$ cat config.mk
export PLATFORM = sky130hd
export DESIGN_NAME = multicycle_control
export DESIGN_NICKNAME = d
export VERILOG_FILES = /design/src/rtl/multicycle_control_pkg.sv /design/src/rtl/multicycle_control_instret_counter.sv /design/src/rtl/multicycle_control.sv
export SDC_FILE = /design/constraint.sdc
export NUM_CORES = 1
export LEC_CHECK = 0
export ABC_CLOCK_PERIOD_IN_PS = 4300
export CAP_MARGIN = 20
export CORE_MARGIN = 5
export CORE_UTILIZATION = 45
export CTS_BUF_LIST = sky130_fd_sc_hd__clkbuf_4 sky130_fd_sc_hd__clkbuf_8
export CTS_CLUSTER_DIAMETER = 50
export DETAILED_ROUTE_END_ITERATION = 16
export GPL_ROUTABILITY_DRIVEN = 1
export GPL_TIMING_DRIVEN = 0
export PLACE_DENSITY = 0.76
export RECOVER_POWER = 50
export SYNTH_ARGS = -nofsm -noshare
export SYNTH_HDL_FRONTEND = slang
export SYNTH_SLANG_ARGS = --single-unit
$ cat constraint.sdc
create_clock -name clk -period 4.3 [get_ports clk]
set_clock_uncertainty 0.1 [all_clocks]
set_input_delay 0.86 -clock clk [delete_from_list [all_inputs] [get_ports clk]]
set_output_delay 0.86 -clock clk [all_outputs]
set_load 0.005 [all_outputs]
$ cat src/rtl/multicycle_control_pkg.sv
// Shared encodings for the multicycle controller, datapath muxes and ALU-control decoder.
package multicycle_control_pkg;

    typedef enum logic [3:0] {
        S_FETCH,
        S_DECODE,
        S_MEM_ADDR,
        S_MEM_READ,
        S_MEM_WRITE,
        S_MEM_WB,
        S_EXEC_R,
        S_EXEC_I,
        S_ALU_WB,
        S_BRANCH,
        S_ILLEGAL
    } state_e;

    localparam logic [6:0] OPC_LOAD   = 7'b0000011;
    localparam logic [6:0] OPC_STORE  = 7'b0100011;
    localparam logic [6:0] OPC_OP     = 7'b0110011;
    localparam logic [6:0] OPC_OP_IMM = 7'b0010011;
    localparam logic [6:0] OPC_BRANCH = 7'b1100011;

    localparam logic [2:0] F3_BEQ = 3'b000;
    localparam logic [2:0] F3_BNE = 3'b001;

    localparam logic [1:0] ALUOP_ADD    = 2'b00;
    localparam logic [1:0] ALUOP_BRANCH = 2'b01;
    localparam logic [1:0] ALUOP_RTYPE  = 2'b10;
    localparam logic [1:0] ALUOP_ITYPE  = 2'b11;

    localparam logic [1:0] SRCA_PC    = 2'b00;
    localparam logic [1:0] SRCA_OLDPC = 2'b01;
    localparam logic [1:0] SRCA_RS1   = 2'b10;

    localparam logic [1:0] SRCB_RS2  = 2'b00;
    localparam logic [1:0] SRCB_FOUR = 2'b01;
    localparam logic [1:0] SRCB_IMM  = 2'b10;

    localparam logic PCSRC_ALU    = 1'b0;
    localparam logic PCSRC_ALUOUT = 1'b1;

    // aluOp is looked ahead from the next state so the registered ALU-control
    // decoder already holds the right code while that state is active.
    function automatic logic [1:0] aluop_for(input state_e s);
        case (s)
            S_EXEC_R: return ALUOP_RTYPE;
            S_EXEC_I: return ALUOP_ITYPE;
            S_BRANCH: return ALUOP_BRANCH;
            default:  return ALUOP_ADD;
        endcase
    endfunction

endpackage

$ cat src/rtl/multicycle_control_instret_counter.sv
// Retired-instruction counter: 32-bit, synchronous clear, increment enable, wraps.
module instret_counter (
    input  logic        clk,
    input  logic        clr_i,
    input  logic        inc_i,
    output logic [31:0] count_o
);

    logic [31:0] count_q;

    always_ff @(posedge clk) begin
        if (clr_i)
            count_q <= '0;
        else if (inc_i)
            count_q <= count_q + 32'd1;
    end

    assign count_o = count_q;

endmodule

$ cat src/rtl/multicycle_control.sv
// Moore control FSM for a multicycle RISC-V-style datapath (load/store, ALU, beq/bne).
module multicycle_control
    import multicycle_control_pkg::*;
(
    input  logic        clk,
    input  logic        reset,
    input  logic [6:0]  opcode,
    input  logic [2:0]  funct3,
    input  logic        zero,
    input  logic        memReady,
    output logic [1:0]  aluOp,
    output logic        pcWrite,
    output logic        irWrite,
    output logic        regWrite,
    output logic        memRead,
    output logic        memWrite,
    output logic        iorD,
    output logic        memToReg,
    output logic [1:0]  aluSrcA,
    output logic [1:0]  aluSrcB,
    output logic        pcSource,
    output logic        illegal,
    output logic [31:0] instret
);

    state_e state_q, state_d;
    logic   pc_we, ir_we, reg_we, mem_re, mem_we;
    logic   retire;

    always_comb begin
        state_d = state_q;
        case (state_q)
            S_FETCH:     state_d = memReady ? S_DECODE : S_FETCH;
            S_DECODE: begin
                case (opcode)
                    OPC_LOAD, OPC_STORE: state_d = S_MEM_ADDR;
                    OPC_OP:              state_d = S_EXEC_R;
                    OPC_OP_IMM:          state_d = S_EXEC_I;
                    OPC_BRANCH:          state_d = (funct3 == F3_BEQ || funct3 == F3_BNE)
                                                   ? S_BRANCH : S_ILLEGAL;
                    default:             state_d = S_ILLEGAL;
                endcase
            end
            S_MEM_ADDR:  state_d = (opcode == OPC_STORE) ? S_MEM_WRITE : S_MEM_READ;
            S_MEM_READ:  state_d = memReady ? S_MEM_WB : S_MEM_READ;
            S_MEM_WRITE: state_d = memReady ? S_FETCH : S_MEM_WRITE;
            S_MEM_WB:    state_d = S_FETCH;
            S_EXEC_R:    state_d = S_ALU_WB;
            S_EXEC_I:    state_d = S_ALU_WB;
            S_ALU_WB:    state_d = S_FETCH;
            S_BRANCH:    state_d = S_FETCH;
            S_ILLEGAL:   state_d = S_ILLEGAL;
            default:     state_d = S_ILLEGAL;
        endcase
    end

    always_ff @(posedge clk) begin
        if (reset)
            state_q <= S_FETCH;
        else
            state_q <= state_d;
    end

    always_comb begin
        pc_we    = 1'b0;
        ir_we    = 1'b0;
        reg_we   = 1'b0;
        mem_re   = 1'b0;
        mem_we   = 1'b0;
        iorD     = 1'b0;
        memToReg = 1'b0;
        aluSrcA  = SRCA_PC;
        aluSrcB  = SRCB_RS2;
        pcSource = PCSRC_ALU;
        illegal  = 1'b0;
        case (state_q)
            S_FETCH: begin
                mem_re  = 1'b1;
                aluSrcB = SRCB_FOUR;
                pc_we   = memReady;
                ir_we   = memReady;
            end
            S_DECODE: begin
                aluSrcA = SRCA_OLDPC;
                aluSrcB = SRCB_IMM;
            end
            S_MEM_ADDR: begin
                aluSrcA = SRCA_RS1;
                aluSrcB = SRCB_IMM;
            end
            S_MEM_READ: begin
                iorD   = 1'b1;
                mem_re = 1'b1;
            end
            S_MEM_WRITE: begin
                iorD   = 1'b1;
                mem_we = 1'b1;
            end
            S_MEM_WB: begin
                reg_we   = 1'b1;
                memToReg = 1'b1;
            end
            S_EXEC_R: aluSrcA = SRCA_RS1;
            S_EXEC_I: begin
                aluSrcA = SRCA_RS1;
                aluSrcB = SRCB_IMM;
            end
            S_ALU_WB: reg_we = 1'b1;
            S_BRANCH: begin
                aluSrcA  = SRCA_RS1;
                pcSource = PCSRC_ALUOUT;
                pc_we    = (funct3 == F3_BEQ) ? zero : ~zero;
            end
            S_ILLEGAL: illegal = 1'b1;
            default:   illegal = 1'b1;
        endcase
    end

    // Reset suppresses every write/access strobe immediately, not one edge later.
    assign pcWrite  = pc_we  & ~reset;
    assign irWrite  = ir_we  & ~reset;
    assign regWrite = reg_we & ~reset;
    assign memRead  = mem_re & ~reset;
    assign memWrite = mem_we & ~reset;

    assign aluOp = aluop_for(state_d);

    assign retire = ~reset && (state_d == S_FETCH) &&
                    (state_q == S_MEM_WRITE || state_q == S_MEM_WB ||
                     state_q == S_ALU_WB    || state_q == S_BRANCH);

    instret_counter u_instret (
        .clk     (clk),
        .clr_i   (reset),
        .inc_i   (retire),
        .count_o (instret)
    );

endmodule

==> flow_metrics.py, run 1 <==
# Synthesis and PnR figures
metrics = {
    "run_status": {
        "status": "finished, violations left",
        "violations": "max-capacitance violations, max-slew violations",
    },
    "synth": {
        "synth.most_common_cell": "dfxtp_1",
        "netlist.area_leader.share_pct": 33.8,
        "synth_cell_types": 45,
        "yosysChipArea_mm2": 0.00213,
        "synth_flops": 36,
        "syn_nets": 269,
        "synth_area_mm2": 0.00213,
        "edf_count": 0,
        "synthDominantAreaCellType": "dfxtp_1",
        "synthCells": 254,
        "top_cells_by_count": "36 x dfxtp_1, 30 x nor2_1, 24 x a21oi_1",
        "ys_cells": 254,
        "ys.flop_type": "dfxtp_1",
        "async_flop_share_pct": 0,
        "yosysWarnings": 0,
        "topCellsByArea": "dfxtp_1 34%, a21oi_1 5.6%, nor2_1 5.3%",
    },
    "cts": {
        "cts_buffer_depth": 2,
        "cts_resized": 0,
        "cts_hold_buf": 0,
        "cts_setup_buffers": 0,
        "clk_pin_slew_ns": 0.07,
        "cts_made_buffers": 5,
        "cts_root_buf": "clkbuf_8",
        "clock-sinks": 36,
        "cts-htree-levels": 2,
        "cts_tree": "done",
    },
    "flow_run": {
        "warning_count": 26,
        "max-cap-violations": 1,
    },
    "routing": {
        "ant_nets": 0,
        "firstDrtPassIters": 4,
        "drtIter0Drc": 72,
        "vias_per_cell": 5.81,
        "post-route-drc-count": 0,
        "wl_per_cell_um": 15.0,
    },
    "die": {
        "die_w_um": 78.9,
        "dieArea_mm2": 0.00622,
        "core_util_floorplan_pct": 45.8,
        "coreArea_mm2": 0.00466,
        "die_h_um": 78.9,
    },
    "timing": {
        "worstMarginPinSlew_ns": 1.51,
        "min_period_ns": 3.88,
        "slew_violations": 11,
        "rsz0062_at_grt": "false",
        "tns_ns": 0,
        "setup_viol": 0,
        "max-slew-margin-rel_pct": -1.46,
        "hold_violations": 0,
    },
    "layout": {
        "antenna_cells": 0,
        "finalNonFillerCells": 375,
        "layout-drive-gt1-share_pct": 9.03,
        "area_growth_pct": 34.0,
    },
    "grt": {
        "gr-total-overflow": 0,
        "grt_usage_pct": 18.6,
        "grt_pass1_wl_um": 9360,
        "first_global_vias": 2021,
        "antenna_found_initial": 0,
    },
    "power": {
        "vdd_drop_max_v": 0.000213,
        "leakage_nw": 1.12,
        "power.density_mw_per_mm2": 297,
    },
    "worst_hold_path": {
        "hold_path_class": "reg -> reg",
    },
    "worst_setup_path": {
        "cp-end-kind": "output pin",
        "slowest_stage": "dlygate4sd3_1",
        "worst-path-buf-inv": 2,
        "crit_family": "buffers and inverters",
        "required_ns": 3.34,
        "path_class": "in -> out",
        "crit_path_max_incr_delay_ns": 0.61,
        "worst-path-max-fanout": 4,
    },
    "placed_design": {
        "placed_cells": 368,
        "hpwl_um": 4200,
        "portBuffers": 60,
        "place_congestion": 0.816,
    },
}
## run 1: cell type report
| type | instances | area (um^2) |
|---|---|---|
| clock buffers | 6 | 76.3 |
| flip-flops and latches | 36 | 721 |
| clock inverters | 1 | 5.00 |
| fillers | 442 | 1800 |
| inverters | 6 | 22.5 |
| repair buffers | 60 | 601 |
| well taps | 54 | 67.6 |
| plain buffers | 14 | 92.6 |
| multi-input cells | 198 | 1270 |
## run 1: per-stage QoR
stage	hold WS [ns]	cell area [um^2]	total power [mW]	utilization (%)	setup WS [ns]
6_report	0.396	2860	0.848	61.3	0.424
5_1_grt	0.415	2860	0.891	61.3	0.289
4_1_cts	0.399	2880	0.862	61.9	0.561
3_5_place_dp	0.389	2800	0.629	60.1	0.589
3_3_place_gp	0.372	2800	0.627	60.1	0.588
2_1_floorplan	0.372	2130	0.520	-	1.66
## run 1: cells in the final DEF (no fill, tap or decap), drive strengths merged, types with 9 or more instances in the layout
cell | synthesis | routed
dfxtp | 36 | 36
dlygate4sd3 | 0 | 35
nor2 | 31 | 31
clkdlybuf4s50 | 0 | 25
a21oi | 24 | 24
clkbuf | 7 | 13
nand2 | 12 | 12
o31ai | 12 | 12
or4 | 11 | 11
nand3 | 10 | 10
nand4 | 10 | 10
nor3 | 9 | 9
o21ai | 9 | 9
xnor2 | 9 | 9
## run 1: worst register-to-register path: stages, from the launching register on
cell      delay [ns]
dfxtp_1         0.32
buf_6           0.13
nand2b_4        0.16
o21ai_0         1.16
nand4_4         0.32
buf_6           0.26
or3_1           0.31
a21oi_1         0.14
## run 1: sequential cells by signal, indices dropped and copies added (netlist names)
signal,count
u_instret.count_o,32
state_q,4
## run 1: report_power, final
group	switching (mW)	total (mW)	internal, mW
Sequential	0.00953	0.352	0.343
Clock	0.119	0.235	0.117
Combinational	0.133	0.260	0.127
## run 1: logic make-up (layout without fill, tap and decap cells)
family                     after synthesis  count (layout)  share of synthesized area, %
and+or+nand+nor                        126             126                          35.8
AOI/OAI and AO/OA                       55              55                          17.7
DFF                                     36              36                          33.8
buffers and inverters                   20              87                          5.40
xor gates and xnor gates                15              15                          6.16
adders and majority gates                1               1                         0.586
muxes                                    1               1                         0.528
## run 1: worst paths after layout
kind | cells after the start | slack, ns | end | from
max | 7 | 0.42 | aluOp[1] | opcode[4]
min | 2 | 0.40 | u_instret.count_o[31] | u_instret.count_o[31]
min reg2reg | 2 | 0.40 | u_instret.count_o[31] | u_instret.count_o[31]
max reg2reg | 7 | 1.34 | u_instret.count_o[20] | state_q[3]
## run 1: routing by layer
layer	GRT usage [%]	wire length [um]	part of all wire [%]
met3	4.42	358	6.4
met5	0	0	0
met1	23.8	2480	44
met4	6.01	59	1.0
met2	30.8	2740	49
run_1/clk_routes.png
The bar under the picture is 20 um long.
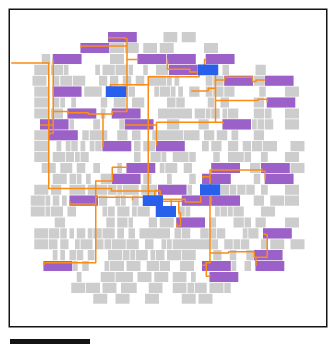
orange -> clock wires  # length 501 um
purple -> flip-flops  # count 36
blue -> clock drivers  # count 5
routed clock nets = 6
flops lie = widely spread
Clock Power: 0.235 mW
Clk network pwr share: 27.8%
clock latency on the worst-skew pair: 0.28 ns

run_1/detail.png
Region (19, 19) to (59, 59) um. Cells in grey, sequential cells in the stronger grey; small squares are vias.
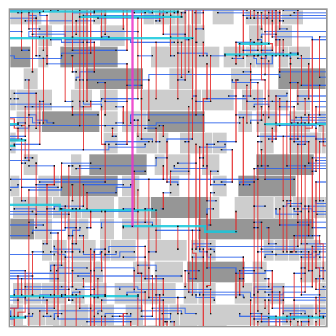
red -> metal 2
cyan -> metal 3
magenta -> metal 4
blue -> metal 1
cells with their middle in the window = 133
netlist names of flops here include = u_instret.count_o (11), state_q (2)
sequential cells in the window = 13
most frequent = dfxtp_1 (13), nor2_1 (12), a21oi_1 (12)

run_1/layer_met3.png
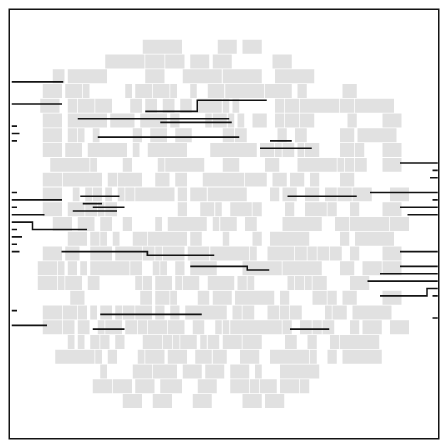
longest straight run = 27.6 um
wire length on this layer = 359 um
met3 Usage GRT: 4.42%
vias: 2177
Routed WL: 5640 um

==> inputs of run 2 (changes only) <==
--- a/config.mk
+++ b/config.mk
@@ -16,6 +16,7 @@
 export GPL_TIMING_DRIVEN = 0
 export PLACE_DENSITY = 0.76
 export RECOVER_POWER = 50
+export REMOVE_ABC_BUFFERS = 1
 export SYNTH_ARGS = -nofsm -noshare
 export SYNTH_HDL_FRONTEND = slang
 export SYNTH_SLANG_ARGS = --single-unit
run_2/clocks.png
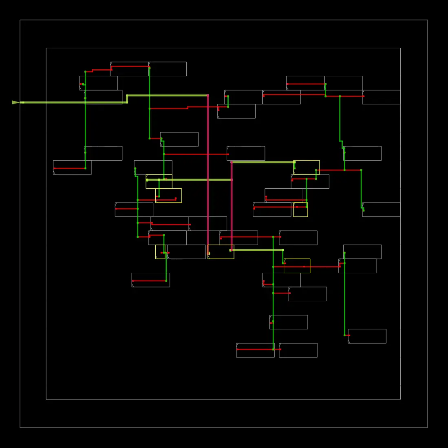
Flops: 36
clk_buf instances: 6

==> flow_metrics.py, run 2 <==
# Synthesis and PnR figures
metrics = {
    "layout": {
        "post-route-util_pct": 59.5,
        "layout_top_cell": "dfxtp_1",
        "antenna_cells": 0,
        "area_growth_pct": 30.0,
        "largest_reg_flops": 32,
        "lay_top_cells": "36 x dfxtp_1, 34 x dlygate4sd3_1, 30 x nor2_1",
        "layout-drive-gt1-share_pct": 8.14,
        "final_area_mm2": 0.00277,
        "fin_nets": 322,
    },
    "worst_hold_path": {
        "min-delay-start": "u_instret.count_o[31]",
        "whs_endpoint": "u_instret.count_o[31]",
        "whs_path_depth": 2,
        "hold_path_class": "reg -> reg",
    },
    "power": {
        "vdd_drop_max_v": 0.000148,
        "leakage_nw": 1.08,
        "power.density_mw_per_mm2": 296,
    },
    "die": {
        "dieArea_mm2": 0.00622,
        "ios": 61,
        "die_w_um": 78.9,
        "coreArea_mm2": 0.00466,
        "die_h_um": 78.9,
        "core_util_floorplan_pct": 45.8,
        "rows": 25,
    },
    "worst_setup_path": {
        "startpoint_type": "primary input",
        "worst-path-max-fanout": 4,
        "path_class": "in -> out",
        "cp-end-kind": "output pin",
        "r2r_start": "state_q[0]",
        "crit_path_max_incr_delay_ns": 0.61,
        "r2r_slack_ns": 1.12,
        "reg2reg_depth": 5,
        "slowest_stage": "dlygate4sd3_1",
        "r2r_end": "u_instret.count_o[30]",
        "crit_path_cell_trace": "dlygate4sd3_1, nor2b_1, a22oi_4, o31ai_1, nand2b_1, nor2_1, clkdlybuf4s50_1",
        "required_ns": 3.34,
        "critPathArrivalTime_ns": 2.89,
    },
    "cts": {
        "cts_root_buf": "clkbuf_8",
        "clock-sinks": 36,
        "cts_tree": "done",
        "cts_hold_buf": 0,
        "cts-htree-levels": 2,
        "cts_made_buffers": 5,
        "clk_pin_slew_ns": 0.07,
        "cts_buffer_depth": 2,
        "cts_setup_buffers": 0,
        "clock_latency_ns": 0.28,
        "cts_resized": 0,
    },
    "routing": {
        "wl_per_cell_um": 13.8,
        "firstDrtPassIters": 4,
        "ant_nets": 0,
        "routed_wl_um": 4970,
        "num_vias": 2003,
        "drtIter0Drc": 80,
        "post-route-drc-count": 0,
        "vias_per_cell": 5.55,
    },
    "timing": {
        "setup_viol": 0,
        "fin_crit_sh_pct": 89.5,
        "fmax_mhz": 260,
        "tns_ns": 0,
        "slew_violations": 0,
        "worstMarginPinSlew_ns": 1.47,
        "min_period_ns": 3.85,
        "hold_violations": 0,
        "max-slew-margin-rel_pct": 1.03,
        "rsz0062_at_grt": "false",
        "fin_ws_ns": 0.451,
    },
    "synth": {
        "edf_count": 0,
        "ys.flop_type": "dfxtp_1",
        "synth_flops": 36,
        "syn_avg_cell_area_um2": 8.40,
        "synth.most_common_cell": "dfxtp_1",
        "synth_cell_types": 45,
        "ys_cells": 254,
        "synthCells": 254,
        "yosysWarnings": 0,
        "synth_area_mm2": 0.00213,
        "yosysChipArea_mm2": 0.00213,
        "topCellsByArea": "dfxtp_1 34%, a21oi_1 5.6%, nor2_1 5.3%",
        "top_cells_by_count": "36 x dfxtp_1, 30 x nor2_1, 24 x a21oi_1",
        "synth_seq_share_pct": 33.8,
        "netlist.area_leader.share_pct": 33.8,
        "async_flop_share_pct": 0,
        "synthDominantAreaCellType": "dfxtp_1",
    },
    "placed_design": {
        "hpwl_um": 3500,
        "place_congestion": 0.825,
        "post_dp_cell_area_mm2": 0.00270,
        "portBuffers": 60,
        "dp_slack_ns": 0.551,
    },
    "grt": {
        "grt_pass1_wl_um": 8340,
        "antenna_found_initial": 0,
        "grt_usage_pct": 16.3,
        "gr-total-overflow": 0,
        "grt_busiest_layer": "met2",
        "grt_start_max_net_pins": 42,
        "grt_use_met3_pct": 4.08,
        "grt_util_met1_pct": 20.5,
        "first_global_vias": 1847,
        "use_met2_pct": 27.8,
    },
    "flow_run": {
        "max-cap-violations": 1,
        "warning_count": 25,
    },
    "run_status": {
        "violations": "max-capacitance violations",
        "status": "finished, violations left",
    },
}
run_2/detail.png
Region (19, 19) to (59, 59) um. Cells in grey, sequential cells in the stronger grey; small squares are vias.
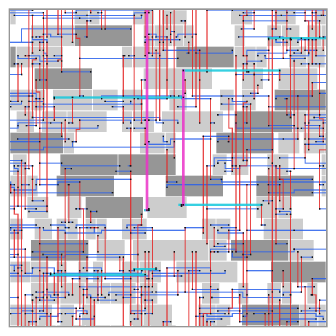
red -> metal 2
blue -> metal 1
cyan -> metal 3
magenta -> metal 4
netlist names of flops here include = u_instret.count_o (13), state_q (4)
sequential cells in the window = 17
most frequent = dfxtp_1 (17), nor2_1 (14), a21oi_1 (9)
cells with their middle in the window = 121

==> run 2: metrics by stage <==
step                      hold slack [ns]  cells  power, mW
final                               0.378    361      0.820
after global routing                0.420    361      0.872
after CTS                           0.386    361      0.836
after detailed placement            0.377    354      0.606
after global placement              0.362    354      0.606
after floorplan                     0.366    240      0.501
==> run 2: final cells by class <==
class,count,area [um^2]
fillers,428,1890
multi-input cells,198,1290
flip-flops and latches,36,721
repair buffers,60,596
clock buffers,6,76.3
well taps,54,67.6
inverters,6,22.5
clock inverters,1,5.00
==> run 2: worst max path at each step <==
| stage | startpoint | end | cells after the start |
|---|---|---|---|
| 6_report | opcode[4] | aluOp[1] | 7 |
| 5_1_grt | memReady | u_instret.count_o[28] | 6 |
| 3_3_place_gp | reset | pcWrite | 4 |
| 4_1_cts | opcode[4] | aluOp[1] | 7 |
| 2_1_floorplan | opcode[2] | aluOp[1] | 5 |
| 3_5_place_dp | opcode[4] | aluOp[1] | 7 |
==> run 2: kinds of logic (layout without fill, tap and decap cells) <==
kind of cell | count (synthesis) | after routing | synth area share (%)
xor+xnor | 15 | 15 | 6.16
buf+inv | 20 | 73 | 5.40
flops | 36 | 36 | 33.8
mux | 1 | 1 | 0.528
fa+ha+maj | 1 | 1 | 0.586
simple gates | 126 | 126 | 35.8
compound gates | 55 | 55 | 17.7
==> run 2: power breakdown <==
| group | internal, mW | switching (mW) |
|---|---|---|
| combinational | 0.115 | 0.0986 |
| sequential | 0.343 | 0.0365 |
| clock | 0.116 | 0.110 |
==> run 2: metal layers <==
layer	vias to the layer above	routed length, um	part of all wire, %
met5	-	0	0
met4	0	47	0.95
met3	5	202	4.1
met2	44	2370	48
met1	916	2350	47
li1	1038	-	-
==> run 2: critical path, delay by kind of cell <==
kind | cells | cell delay, ns
simple gates | 3 | 0.59
compound gates | 2 | 0.32
buf+inv | 2 | 1.13
==> inputs of run 3 (changes only) <==
--- a/config.mk
+++ b/config.mk
@@ -8,13 +8,13 @@
 export ABC_CLOCK_PERIOD_IN_PS = 4300
 export CAP_MARGIN = 20
 export CORE_MARGIN = 5
-export CORE_UTILIZATION = 45
+export CORE_UTILIZATION = 53
 export CTS_BUF_LIST = sky130_fd_sc_hd__clkbuf_4 sky130_fd_sc_hd__clkbuf_8
 export CTS_CLUSTER_DIAMETER = 50
 export DETAILED_ROUTE_END_ITERATION = 16
 export GPL_ROUTABILITY_DRIVEN = 1
 export GPL_TIMING_DRIVEN = 0
-export PLACE_DENSITY = 0.76
+export PLACE_DENSITY = 0.88
 export RECOVER_POWER = 50
 export REMOVE_ABC_BUFFERS = 1
 export SYNTH_ARGS = -nofsm -noshare
run_3/clocks.png
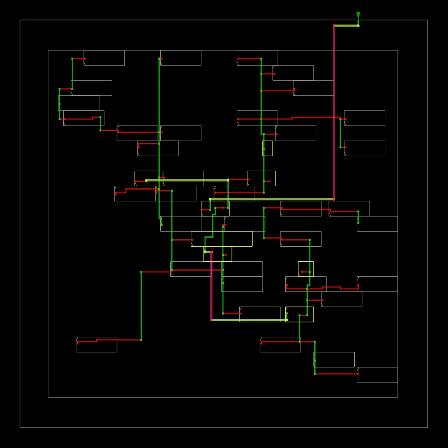
CTS Sinks: 36
clock buffer count from CTS: 5
Clock Power: 0.296 mW

==> flow_metrics.py, run 3 <==
# Synthesis and PnR figures
metrics = {
    "run_status": {
        "status": "finished, violations left",
        "violations": "max-capacitance violations",
    },
    "worst_setup_path": {
        "reg2reg_depth": 5,
        "cp.depth": 7,
        "critPathArrivalTime_ns": 2.89,
        "slowest_stage": "dlygate4sd3_1",
        "crit_path_cell_trace": "dlygate4sd3_1, nor2b_1, a22oi_4, o31ai_1, nand2b_1, nor2_1, clkdlybuf4s50_1",
        "cp-end-kind": "output pin",
        "r2r_slack_ns": 1.09,
        "r2r_start": "state_q[0]",
        "r2r_end": "u_instret.count_o[30]",
        "crit_path_max_incr_delay_ns": 0.61,
        "required_ns": 3.34,
        "worst-path-buf-inv": 2,
        "startpoint_type": "primary input",
        "critPathLaunch": "opcode[4]",
        "cp-endpoint": "aluOp[1]",
        "crit_family": "buffers and inverters",
    },
    "layout": {
        "layout-drive-gt1-share_pct": 8.44,
        "logic_area_mm2": 0.00129,
        "largest_reg_flops": 32,
        "fin_nets": 322,
        "layout_top_cell": "dfxtp_1",
        "area_growth_pct": 31.2,
        "final_area_mm2": 0.00280,
        "fillerInstances": 339,
    },
    "synth": {
        "edf_count": 0,
        "ys.flop_type": "dfxtp_1",
        "synth.most_common_cell": "dfxtp_1",
        "synth_cell_types": 45,
        "async_flop_share_pct": 0,
        "synthCells": 254,
        "top_cells_by_count": "36 x dfxtp_1, 30 x nor2_1, 24 x a21oi_1",
        "yosysWarnings": 0,
        "synth_flops": 36,
        "ys_cells": 254,
        "syn_avg_cell_area_um2": 8.40,
        "yosysChipArea_mm2": 0.00213,
        "synth_area_mm2": 0.00213,
        "synth_seq_share_pct": 33.8,
        "synthDominantAreaCellType": "dfxtp_1",
    },
    "cts": {
        "cts_root_buf": "clkbuf_8",
        "cts_setup_buffers": 0,
        "clock_latency_ns": 0.28,
        "cts_hold_buf": 0,
        "cts_resized": 0,
        "cts_buffer_depth": 2,
        "clk_pin_slew_ns": 0.08,
        "cts_tree": "done",
    },
    "timing": {
        "setup_viol": 0,
        "fmax_mhz": 260,
        "hold_violations": 0,
        "slew_violations": 0,
        "holdWs_ns": 0.399,
        "fin_ws_ns": 0.447,
        "fin_crit_sh_pct": 89.6,
        "min_period_ns": 3.85,
        "max-slew-margin-rel_pct": 1.48,
        "rsz0062_at_grt": "false",
    },
    "power": {
        "vdd_drop_max_v": 0.000204,
        "leakage_nw": 1.09,
        "power.density_mw_per_mm2": 318,
    },
    "grt": {
        "grt_start_max_net_pins": 42,
        "antenna_found_initial": 0,
        "grt_pass1_wl_um": 8480,
        "first_global_vias": 1943,
        "gr-total-overflow": 0,
    },
    "placed_design": {
        "place_congestion": 0.748,
        "hpwl_um": 3530,
        "post_dp_cell_area_mm2": 0.00270,
        "dp_slack_ns": 0.570,
    },
    "routing": {
        "drtIter0Drc": 131,
        "vias_per_cell": 5.70,
        "post-route-drc-count": 0,
        "firstDrtPassIters": 4,
    },
    "flow_run": {
        "max-cap-violations": 1,
    },
    "die": {
        "core_util_floorplan_pct": 54.1,
        "ios": 61,
        "coreArea_mm2": 0.00394,
        "dieArea_mm2": 0.00539,
        "die_h_um": 73.4,
    },
}
run_3/metal_density.png
The bar under the picture is 20 um long. The die is cut into 15 by 15 equal tiles; white is low, dark blue is high, scaled to the fullest tile. Values are wire area over tile area, all layers added.
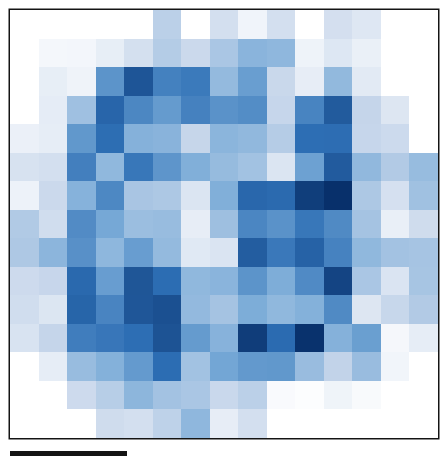
tiles over half the peak = 29%
fullest tile = 0.40
mean over tiles = 0.14
nearly empty tiles = 15%
WL per Instance: 13.9 um
Routed WL: 4990 um
vias: 2041
GRT Util Overall: 19.2%

-- run 3: cell counts after synthesis --
No cell type changed its count.
-- run 3: how the worst min path moves through the flow --
stage                                     start                     to  slack, ns  cells after the start
final                     u_instret.count_o[31]  u_instret.count_o[31]       0.40                      2
after global routing      u_instret.count_o[27]  u_instret.count_o[27]       0.43                      2
after CTS                 u_instret.count_o[31]  u_instret.count_o[31]       0.40                      2
after detailed placement  u_instret.count_o[31]  u_instret.count_o[31]       0.39                      2
after global placement    u_instret.count_o[31]  u_instret.count_o[31]       0.36                      2
after floorplan           u_instret.count_o[31]  u_instret.count_o[31]       0.37                      2
-- run 3: through the flow --
step	util (%)	power [mW]	instances
5_1_grt	71.0	0.933	358
6_report	71.0	0.890	358
2_1_floorplan	-	0.501	240
3_5_place_dp	68.5	0.604	350
4_1_cts	71.3	0.903	358
3_3_place_gp	68.6	0.603	350
-- run 3: report_power, final --
group | switching (mW) | total [mW] | internal, mW
Combinational | 0.0979 | 0.213 | 0.115
Sequential | 0.0371 | 0.380 | 0.343
Clock | 0.118 | 0.296 | 0.178
Total | 0.253 | 0.890 | 0.637
-- run 3: final cells by class --
class                      instances  area share, %
clock buffer                       6           2.73
timing repair buffer              60           21.3
inverter                           6          0.805
sequential                        36           25.7
tap                               50           2.24
clock inverter                     2           1.25
multi-input combinational        198           46.0
-- run 3: cell families (layout without fill, tap and decap cells) --
group / count (synthesis) / count (layout) / synth area share (%)
buffers and inverters: 20 / 74 / 5.40
XOR/XNOR: 15 / 15 / 6.16
AND-OR/OR-AND: 55 / 55 / 17.7
flip-flops: 36 / 36 / 33.8
adder cells (fa/ha/maj): 1 / 1 / 0.586
multiplexers: 1 / 1 / 0.528
AND/OR/NAND/NOR: 126 / 126 / 35.8
-- run 3: per-layer routing --
metal / GRT usage, % / vias to the layer above / share of wire [%]
li1: - / 1038 / -
met1: 24.5 / 950 / 46
met2: 32.4 / 49 / 49
met5: 0 / - / 0
met4: 5.63 / 0 / 0.86
met3: 3.83 / 4 / 3.7
-- run 3: worst register-to-register path, delay by kind of cell, from the launching register on --
family,cells,cell delay (ns)
AOI/OAI and AO/OA,2,1.29
DFF,1,0.63
and+or+nand+nor,3,1.11
Power figures rest on the tool's default switching activity, not on a simulated workload.
